==> src/rtl/uart_rx_fifo.sv <==
// UART 8N1 receiver (8E1 when UART_RX_PARITY_EN is defined) feeding a first-word-fall-through
// byte FIFO with a valid/ready handshake, a frame_err pulse and a sticky overrun flag.
module uart_rx_fifo #(
    parameter int CLK_PER_BIT = 868,
    parameter int DEPTH_LOG2  = 4
) (
    input  logic                  CLK,
    input  logic                  RST,
    input  logic                  UART_RX,
    output logic [7:0]            data,
    output logic                  valid,
    input  logic                  ready,
    output logic                  frame_err,
    output logic                  overrun,
    output logic [DEPTH_LOG2:0]   count
);
    localparam int CW    = $clog2(CLK_PER_BIT);
    localparam int DEPTH = 1 << DEPTH_LOG2;
    localparam logic [CW-1:0]       FULL_BIT = CW'(CLK_PER_BIT - 1);
    localparam logic [CW-1:0]       HALF_BIT = CW'(CLK_PER_BIT / 2 - 1);
    localparam logic [DEPTH_LOG2:0] FULL_CNT = {1'b1, {DEPTH_LOG2{1'b0}}};

    typedef enum logic [2:0] {
        S_IDLE,
        S_START,
        S_DATA,
`ifdef UART_RX_PARITY_EN
        S_PARITY,
`endif
        S_STOP,
        S_BREAK
    } state_t;

    state_t          state_q, state_d;
    logic [CW-1:0]   cnt_q, cnt_d;
    logic [2:0]      bit_q, bit_d;
    logic [7:0]      shift_q, shift_d;
    logic            ferr_q, ferr_d;
    logic            rx_meta_q, rx_s_q;
    logic            tick;
    logic            push_req;
`ifdef UART_RX_PARITY_EN
    logic            perr_q, perr_d;
`endif

    logic [7:0]            mem_q [DEPTH];
    logic [DEPTH_LOG2-1:0] wr_ptr_q, wr_ptr_d, rd_ptr_q, rd_ptr_d;
    logic [DEPTH_LOG2:0]   count_q, count_d;
    logic                  overrun_q, overrun_d;
    logic                  pop, push_ok, full;

    // Synchroniser resets to idle-high so reset release cannot look like a start bit.
    always_ff @(posedge CLK or posedge RST) begin
        if (RST) begin
            rx_meta_q <= 1'b1;
            rx_s_q    <= 1'b1;
        end else begin
            rx_meta_q <= UART_RX;
            rx_s_q    <= rx_meta_q;
        end
    end

    always_ff @(posedge CLK or posedge RST) begin
        if (RST) begin
            state_q <= S_IDLE;
            cnt_q   <= '0;
            bit_q   <= '0;
            shift_q <= '0;
            ferr_q  <= 1'b0;
`ifdef UART_RX_PARITY_EN
            perr_q  <= 1'b0;
`endif
        end else begin
            state_q <= state_d;
            cnt_q   <= cnt_d;
            bit_q   <= bit_d;
            shift_q <= shift_d;
            ferr_q  <= ferr_d;
`ifdef UART_RX_PARITY_EN
            perr_q  <= perr_d;
`endif
        end
    end

    always_comb begin
        state_d  = state_q;
        cnt_d    = cnt_q;
        bit_d    = bit_q;
        shift_d  = shift_q;
        ferr_d   = 1'b0;
        push_req = 1'b0;
`ifdef UART_RX_PARITY_EN
        perr_d   = perr_q;
`endif
        tick = (cnt_q == '0);
        if (!tick) begin
            cnt_d = cnt_q - 1'b1;
        end
        case (state_q)
            S_IDLE: begin
                if (!rx_s_q) begin
                    state_d = S_START;
                    cnt_d   = HALF_BIT;
                end
            end
            S_START: begin
                if (tick) begin
                    if (rx_s_q) begin
                        state_d = S_IDLE;
                        cnt_d   = HALF_BIT;
                    end else begin
                        state_d = S_DATA;
                        cnt_d   = FULL_BIT;
                        bit_d   = '0;
                    end
                end
            end
            S_DATA: begin
                if (tick) begin
                    shift_d = {rx_s_q, shift_q[7:1]};
                    cnt_d   = FULL_BIT;
                    bit_d   = bit_q + 1'b1;
                    if (bit_q == 3'd7) begin
`ifdef UART_RX_PARITY_EN
                        state_d = S_PARITY;
`else
                        state_d = S_STOP;
`endif
                    end
                end
            end
`ifdef UART_RX_PARITY_EN
            S_PARITY: begin
                if (tick) begin
                    perr_d  = rx_s_q ^ (^shift_q);
                    cnt_d   = FULL_BIT;
                    state_d = S_STOP;
                end
            end
`endif
            S_STOP: begin
                if (tick) begin
                    cnt_d = HALF_BIT;
                    if (rx_s_q) begin
                        state_d = S_IDLE;
`ifdef UART_RX_PARITY_EN
                        if (perr_q) begin
                            ferr_d = 1'b1;
                        end else begin
                            push_req = 1'b1;
                        end
`else
                        push_req = 1'b1;
`endif
                    end else begin
                        ferr_d  = 1'b1;
                        state_d = S_BREAK;
                    end
                end
            end
            S_BREAK: begin
                if (rx_s_q) begin
                    state_d = S_IDLE;
                    cnt_d   = HALF_BIT;
                end
            end
            default: state_d = S_IDLE;
        endcase
    end

    // A pop in the same cycle frees the slot, so a push into a full FIFO is still accepted.
    assign valid   = (count_q != '0);
    assign full    = (count_q == FULL_CNT);
    assign pop     = valid && ready;
    assign push_ok = push_req && (!full || pop);

    always_comb begin
        wr_ptr_d  = wr_ptr_q;
        rd_ptr_d  = rd_ptr_q;
        count_d   = count_q;
        overrun_d = overrun_q;
        if (push_ok) begin
            wr_ptr_d = wr_ptr_q + 1'b1;
        end
        if (pop) begin
            rd_ptr_d = rd_ptr_q + 1'b1;
        end
        if (push_ok && !pop) begin
            count_d = count_q + 1'b1;
        end else if (pop && !push_ok) begin
            count_d = count_q - 1'b1;
        end
        if (push_req && !push_ok) begin
            overrun_d = 1'b1;
        end
    end

    always_ff @(posedge CLK or posedge RST) begin
        if (RST) begin
            wr_ptr_q  <= '0;
            rd_ptr_q  <= '0;
            count_q   <= '0;
            overrun_q <= 1'b0;
        end else begin
            wr_ptr_q  <= wr_ptr_d;
            rd_ptr_q  <= rd_ptr_d;
            count_q   <= count_d;
            overrun_q <= overrun_d;
        end
    end

    always_ff @(posedge CLK) begin
        if (push_ok) begin
            mem_q[wr_ptr_q] <= shift_q;
        end
    end

    assign data      = valid ? mem_q[rd_ptr_q] : 8'h00;
    assign frame_err = ferr_q;
    assign overrun   = overrun_q;
    assign count     = count_q;

endmodule
==> config.mk <==
export PLATFORM = sky130hd
export DESIGN_NAME = uart_rx_fifo
export DESIGN_NICKNAME = d
export VERILOG_FILES = /design/src/rtl/uart_rx_fifo.sv
export SDC_FILE = /design/constraint.sdc
export NUM_CORES = 1
export LEC_CHECK = 0
export CAP_MARGIN = 0
export CORE_ASPECT_RATIO = 1.75
export CORE_MARGIN = 8
export CORE_UTILIZATION = 50
export DETAILED_ROUTE_END_ITERATION = 8
export GPL_TIMING_DRIVEN = 0
export PLACE_DENSITY = 0.74
export SLEW_MARGIN = 20
export SYNTH_ARGS = -nofsm -noshare
export SYNTH_HDL_FRONTEND = slang
export SYNTH_SLANG_ARGS = --single-unit
export TNS_END_PERCENT = 10
==> constraint.sdc <==
create_clock -name CLK -period 3.1 [get_ports CLK]
set_input_delay 0.62 -clock CLK [delete_from_list [all_inputs] [get_ports CLK]]
set_output_delay 0.62 -clock CLK [all_outputs]
set_load 0.005 [all_outputs]
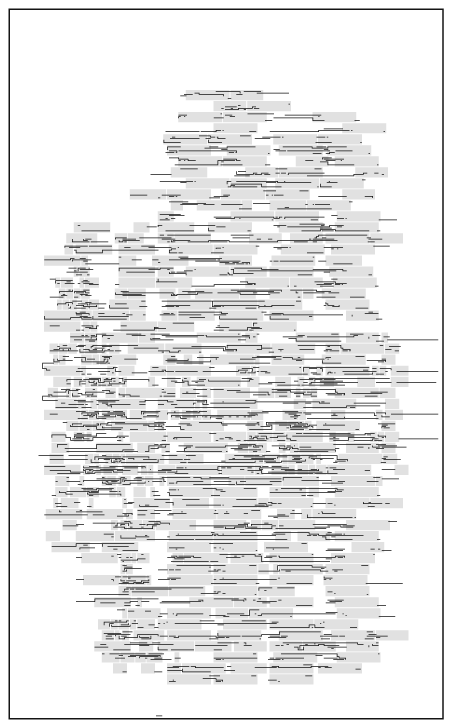
*The metal 1 layer*
main direction: horizontal
nets with wire on the layer: 457

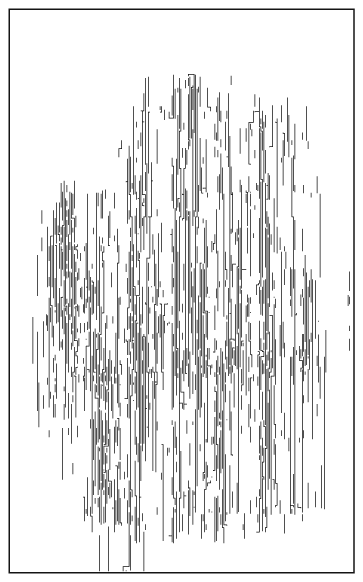
*The metal 2 layer*
share of all routed wire: 58%
main direction: vertical
vias: 3910
drt total wl: 14.5 mm

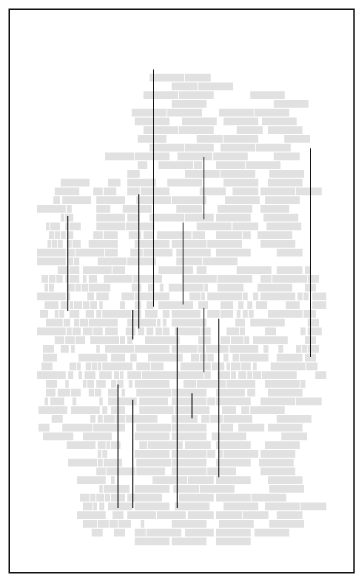
*Met4 routing*
nets with wire on the layer: 8
wire length on this layer: 465 um
longest straight run: 73.4 um
main direction: vertical
share of all routed wire: 3.2%

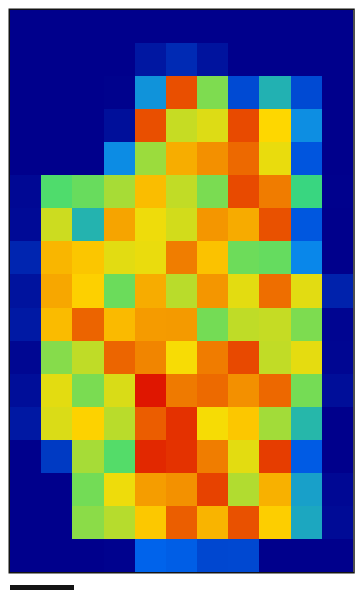
*Placement density heat map*
Bar = 20 um. The die is cut into 11 by 17 equal tiles; dark blue is low, red is high, 0 to 100% covered.
tiles over 75% full: 29%
mean over tiles: 44%
emptiest ninth of the die: top left

==> results.txt <==
flow finished, numbers: final worst slack -0.0773 ns, WP data required 2.48 ns, TNS Setup -0.0773 ns, worst hold start rx_meta_q$_DFF_PP1_, max reg flops 128, placed cell area 7640 um^2, die height 175 um, Max Clock Skew 0.00728 ns, clk latency late pin 0.43 ns, Tmin final 3.18 ns, first-pass GRT wire length 22.6 mm, Setup WS pre-CTS -0.820 ns, Post-CTS Setup Inserts 3, full die area 18600 um^2, Clock Power 2.00 mW, CTS tree done, hold depth 0, XOR Share, Synth 1.34%, Seq/Total Area, Yosys 67.7%, asr flop ratio synth 24.3%, most frequent cell after synthesis edfxtp_1, Crit path top cell by count buf_6, syn_area_per_cell 16.9 um^2, most frequent cells in the layout edfxtp_1, dfrtp_1, mux4_2, Top delay family on crit path multiplexers, outcome finished, violations left, # hold bufs at CTS 0, sequential portion of the cell area 58.2%, Signal buffers 47, DR pass1 iterations 4, tap cells 180, CP Capture Type output port, max layer used met4, PD cells 531 nW/um^2, Max-Cap Viols 0, Setup crit start kind flip-flop, remaining antenna violation count 0, combinational share of power 0.6%, Final Total Pwr 4.44 mW, clock power share 45.1%, CP endpoint data[6], largest area contributor in the netlist edfxtp_1, Critical Path Source rd_ptr_q[1]$_DFFE_PP0P_, seq_cells 169, drc violations 0, violation count after the first detailed-route iteration 166, worst r2r dst count[4]$_DFFE_PP0P_, RD Place Congestion 0.828, Post-Syn Nets 444, Min-Delay Path Class flip-flop to flip-flop, Arr. time, crit path 2.56 ns, crit-path max FO 10, cell internal pwr 3.48 mW, Complex Gates by Area 4.56%, Top logic family multiplexers, grt met3 use 4.61%, Root Driver clkbuf_16, cycle use final 102%, gr usage total 16.4%, area of the mapped netlist 7200 um^2, Final setup viols 1, mux share 14.8%, Post-synth EDFFs 128, tool warning count 32, Mapped Cells 425, Comb group 0.0264 mW, #FFs+latches synth 169, fraction of layout cells with a size suffix above 1 26.3%, antenna violations before repair 0, Max Freq 315 MHz, failing checks setup timing, worst path bufs/invs 3, Nets 488, VDD IR max 389 uV, GR Util met2 30.1%, Final Hold Viols 0, Synth Warn # 0, ant diodes 0, die width 107 um, Site Rows 58, WL met1 5.18 mm, Cell Count, Final, Fillers Out 662, # fillers 1102, reg2reg start cnt_q[0]$_DFF_PP0_, P_seq 2.41 mW, simple share 6.57%, FP Util 50.6%, Yosys chip area 7200 um^2, clk_buf instances 18, routed vias/inst 5.91, synth cell count leaders edfxtp_1, dfrtp_1, mux4_2, Top pwr grp registers, Pleak 3.38 nW, clk cell area share 6.70%, layer with the highest usage met2, H-tree depth 4, Setup Crit Path Kind flip-flop to output port, r2r setup slk 0.10 ns, number of distinct library cells after synthesis 51, logic share of the area 27.0%, max-slew violations 0, fin util 58.8%, Non-clock buffer share 4.98%, RSZ-0062 raised after global routing yes, Hold Path Sink rx_s_q$_DFF_PP1_, Final Cell Area 8370 um^2, Sequential cell area 4870 um^2, DR WL/cell 21.8 um, Crit. path cell count 7
No activity file was given, so power comes from the tool's default toggle rates.
